[src/rtl/bsram_port_arbiter.sv]
// N-port arbiter in front of one single-port BSRAM: grants one request per
// cycle, registers it into the BSRAM command bus, and steers read data back.
// Ports: clk, rst (async, active-high); per-port req/we/addr/wdata in,
// gnt/rvalid out; shared rdata out; mem_ce/we/ad/din/oce out, mem_dout in.
module bsram_port_arbiter #(
  parameter int NUM_PORTS    = 3,
  parameter int ADDR_W       = 13,
  parameter int DATA_W       = 8,
  parameter int READ_LATENCY = 1,
  parameter int ARB_MODE     = 0
) (
  input  logic                        clk,
  input  logic                        rst,
  input  logic [NUM_PORTS-1:0]        req,
  input  logic [NUM_PORTS-1:0]        we,
  input  logic [NUM_PORTS*ADDR_W-1:0] addr,
  input  logic [NUM_PORTS*DATA_W-1:0] wdata,
  output logic [NUM_PORTS-1:0]        gnt,
  output logic [NUM_PORTS-1:0]        rvalid,
  output logic [DATA_W-1:0]           rdata,
  output logic                        mem_ce,
  output logic                        mem_we,
  output logic [ADDR_W-1:0]           mem_ad,
  output logic [DATA_W-1:0]           mem_din,
  output logic                        mem_oce,
  input  logic [DATA_W-1:0]           mem_dout
);

  localparam int IDX_W = $clog2(NUM_PORTS);
  localparam logic [NUM_PORTS-1:0] ONE = {{(NUM_PORTS-1){1'b0}}, 1'b1};

  logic [IDX_W-1:0] ptr_q, ptr_d;
  logic [IDX_W-1:0] gnt_idx;
  logic [IDX_W:0]   cand;
  logic             gnt_any;
  logic             sel_we;
  logic [ADDR_W-1:0] sel_ad;
  logic [DATA_W-1:0] sel_din;

  logic              mem_ce_q, mem_we_q;
  logic [ADDR_W-1:0] mem_ad_q;
  logic [DATA_W-1:0] mem_din_q;

  // Read tags: {valid, port}; the rvalid register is the final stage.
  logic [READ_LATENCY-1:0]            tag_v_q;
  logic [READ_LATENCY-1:0][IDX_W-1:0] tag_p_q;
  logic [NUM_PORTS-1:0]               rvalid_q;
  logic [DATA_W-1:0]                  rdata_q;

  always_comb begin
    gnt_any = 1'b0;
    gnt_idx = '0;
    cand    = '0;
    if (!rst) begin
      if (ARB_MODE == 1) begin
        for (int i = NUM_PORTS - 1; i >= 0; i--) begin
          if (req[i]) begin
            gnt_any = 1'b1;
            gnt_idx = IDX_W'(i);
          end
        end
      end else begin
        for (int off = 0; off < NUM_PORTS; off++) begin
          cand = {1'b0, ptr_q} + (IDX_W+1)'(off);
          if (cand >= (IDX_W+1)'(NUM_PORTS))
            cand = cand - (IDX_W+1)'(NUM_PORTS);
          if (!gnt_any && req[cand[IDX_W-1:0]]) begin
            gnt_any = 1'b1;
            gnt_idx = cand[IDX_W-1:0];
          end
        end
      end
    end
  end

  always_comb begin
    ptr_d = ptr_q;
    if (ARB_MODE == 0 && gnt_any)
      ptr_d = (gnt_idx == IDX_W'(NUM_PORTS - 1)) ? '0 : gnt_idx + 1'b1;
  end

  assign gnt     = gnt_any ? (ONE << gnt_idx) : '0;
  assign sel_we  = we[gnt_idx];
  assign sel_ad  = addr[gnt_idx*ADDR_W +: ADDR_W];
  assign sel_din = wdata[gnt_idx*DATA_W +: DATA_W];

  always_ff @(posedge clk or posedge rst) begin
    if (rst) begin
      ptr_q     <= '0;
      mem_ce_q  <= 1'b0;
      mem_we_q  <= 1'b0;
      mem_ad_q  <= '0;
      mem_din_q <= '0;
      tag_v_q   <= '0;
      tag_p_q   <= '0;
      rvalid_q  <= '0;
      rdata_q   <= '0;
    end else begin
      ptr_q    <= ptr_d;
      mem_ce_q <= gnt_any;
      mem_we_q <= gnt_any & sel_we;
      if (gnt_any) begin
        mem_ad_q  <= sel_ad;
        mem_din_q <= sel_din;
      end
      tag_v_q[0] <= gnt_any & ~sel_we;
      tag_p_q[0] <= gnt_idx;
      for (int i = 1; i < READ_LATENCY; i++) begin
        tag_v_q[i] <= tag_v_q[i-1];
        tag_p_q[i] <= tag_p_q[i-1];
      end
      rvalid_q <= tag_v_q[READ_LATENCY-1] ?
                  (ONE << tag_p_q[READ_LATENCY-1]) : '0;
      // Keep the last returned word so rdata holds between pulses.
      if (rvalid_q != '0)
        rdata_q <= mem_dout;
    end
  end

  assign rvalid  = rvalid_q;
  assign rdata   = (rvalid_q != '0) ? mem_dout : rdata_q;
  assign mem_ce  = mem_ce_q;
  assign mem_we  = mem_we_q;
  assign mem_ad  = mem_ad_q;
  assign mem_din = mem_din_q;
  assign mem_oce = (READ_LATENCY == 2);

endmodule

[config.mk]
export PLATFORM = sky130hd
export DESIGN_NAME = bsram_port_arbiter
export DESIGN_NICKNAME = d
export VERILOG_FILES = /design/src/rtl/bsram_port_arbiter.sv
export SDC_FILE = /design/constraint.sdc
export NUM_CORES = 1
export LEC_CHECK = 0
export CORE_ASPECT_RATIO = 0.7
export CORE_MARGIN = 2
export CORE_UTILIZATION = 40
export DETAILED_ROUTE_END_ITERATION = 8
export GPL_ROUTABILITY_DRIVEN = 0
export PLACE_DENSITY = 0.83
export SLEW_MARGIN = 25
export SYNTH_ARGS = -nofsm -noshare
export SYNTH_HDL_FRONTEND = slang
export SYNTH_SLANG_ARGS = --single-unit
[constraint.sdc]
create_clock -name clk -period 2.8 [get_ports clk]
set_clock_uncertainty 0.15 [all_clocks]
set_input_delay 0.42 -clock clk [delete_from_list [all_inputs] [get_ports clk]]
set_output_delay 0.42 -clock clk [all_outputs]
set_load 0.03 [all_outputs]
Figure 1. Cell placement.
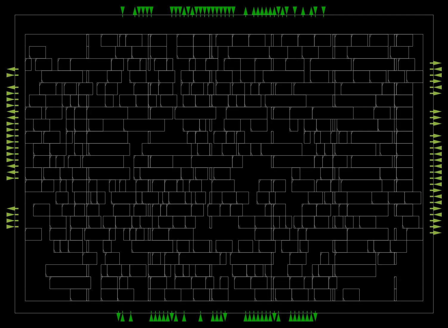
Row Count: 22
fillers: 442
Core ar.: 0.00534 mm²
non-filler cells, final: 430

Figure 2. M2 wires.
Bar = 20 µm.
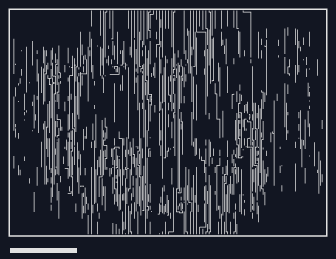
- share of all routed wire: 47%
- nets with wire on the layer: 378
vias post-DR: 2516
met2 Use GR: 0.393
final wirelength: 7580 µm

Figure 3. Cells colored by class.
Bar = 20 µm. Fill, decap, tap and diode cells in gray.
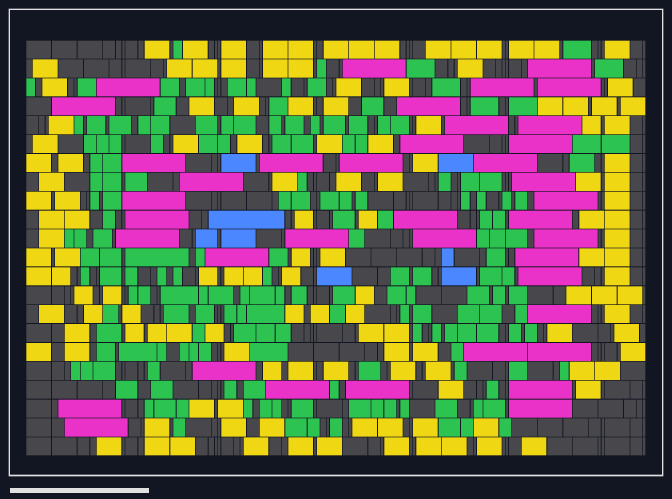
- remaining logic cells: green (cells 178; share of their area 33%)
- clock drivers and dummy loads: blue (cells 8; share of their area 3.2%)
- remaining buffers and delay cells: yellow (cells 133; share of their area 36%)
- registers: magenta (cells 39; share of their area 27%)
flop share of the area: 0.268
fin util: 0.683

==> impl_metrics.env <==
# flow metrics
export IMPL_status="completed"
export IMPL_htree_levels=2
export IMPL_reg2reg_slack_ns=0.45
export IMPL_ys_flops=39
export IMPL_clk_pin_slew_worst_paths_ns=0.08
export IMPL_common_cells="o21ai_0 (44), dfrtp_1 (39), inv_1 (29)"
export IMPL_grt_first_pass_wirelength_um=12200
export IMPL_ys_chip_area_mm2=0.00226
export IMPL_seq_power_share=0.242
export IMPL_r2r_start="ptr_q[0]$_DFFE_PP0P_"
export IMPL_synth_distinct_cells=38
export IMPL_die_x_um=93.9
export IMPL_ff_type="dfrtp_1"
export IMPL_cts_tree="built"
export IMPL_hold_violations=0
export IMPL_cp_required_ns=2.23
export IMPL_p_int_mw=2.09
export IMPL_hold_buffers=0
export IMPL_ir_drop_uv=570
export IMPL_clkSinkCount=39
export IMPL_grt_antenna_before_repair=0
export IMPL_flops=39
export IMPL_cp_startpoint="ptr_q[1]$_DFFE_PP0P_"
export IMPL_design_area_mm2=0.00365
export IMPL_top_cell="o21ai_0"
export IMPL_top_area_cell="dfrtp_1"
export IMPL_period_needed_ns=2.63
export IMPL_start_kind="flop"
export IMPL_inverters_excl_clock=29
export IMPL_cp_endpoint="gnt[0]"
export IMPL_dp_cells=422
export IMPL_fin_ws_ns=0.173
export IMPL_comb_power_mw=2.44
export IMPL_ys_seq_frac=0.432
export IMPL_drc=0
export IMPL_yosys_stat_cells=243
export IMPL_power_total_mw=3.85
export IMPL_netlist_area_mm2=0.00226
export IMPL_ant_nets=0
export IMPL_dr_first_iter_drc_count=151
export IMPL_clock_latency_ns=0.29
export IMPL_finalCritPeriodShare=0.938
export IMPL_avgRoutedWirePerCell_um=17.6
export IMPL_place_area_mm2=0.00352
export IMPL_ys_warn_count=0
export IMPL_largestClassByArea="buffers"
export IMPL_synthToLayoutAreaGrowth_pct=61.3
export IMPL_p_sw_mw=1.76
export IMPL_synth_edff_count=0
export IMPL_place_port_buffers=115
-- metal layers --
layer  global-route usage  vias to the layer above  share of wire  wire length [µm]
met3               0.0509                        6          0.093               702
met2                0.393                      149           0.47              3560
met1                0.359                     1216           0.43              3260
met4               0.0543                        0         0.0077                58
met5                    0                        -              0                 0
li1                     -                     1145              -                 -
-- what timing repair did --
item                                    4_1_cts  5_1_grt
endpoints found under the setup margin        0        1
resized                                       0        3
setup buffers                                 0        0
-- logic make-up after synthesis --
| kind of cell | after synthesis | share of synthesized area |
|---|---|---|
| AND-OR/OR-AND | 115 | 0.359 |
| buffers and inverters | 55 | 0.100 |
| flip-flops | 39 | 0.432 |
| AND/OR/NAND/NOR | 23 | 0.0570 |
| multiplexers | 8 | 0.0398 |
| adder cells (fa/ha/maj) | 2 | 0.0111 |
| other | 1 | 0.00166 |
-- cell usage in the layout (no fill, tap or decap), types with 2 or more instances in the layout --
cell | synthesis | routed
clkdlybuf4s50_1 | 0 | 112
clkbuf_8 | 0 | 5
nor2_1 | 6 | 6
a211oi_1 | 14 | 14
nand3_1 | 3 | 3
dfrtp_1 | 39 | 39
mux2_2 | 8 | 8
a21o_1 | 2 | 2
o211ai_1 | 15 | 15
buf_4 | 1 | 21
nand2_1 | 3 | 3
a32oi_1 | 21 | 21
and2_1 | 4 | 4
a21oi_1 | 2 | 2
nor3b_1 | 2 | 2
o21ai_0 | 44 | 43
inv_1 | 29 | 28
a311oi_1 | 7 | 7
-- state kept, by name, indices dropped and copies added (netlist names) --
name,cells
mem_we,1
ptr_q,2
mem_ad,13
rdata_q,8
tag_p_q,2
rvalid,3
tag_v_q,1
mem_din,8
mem_ce,1
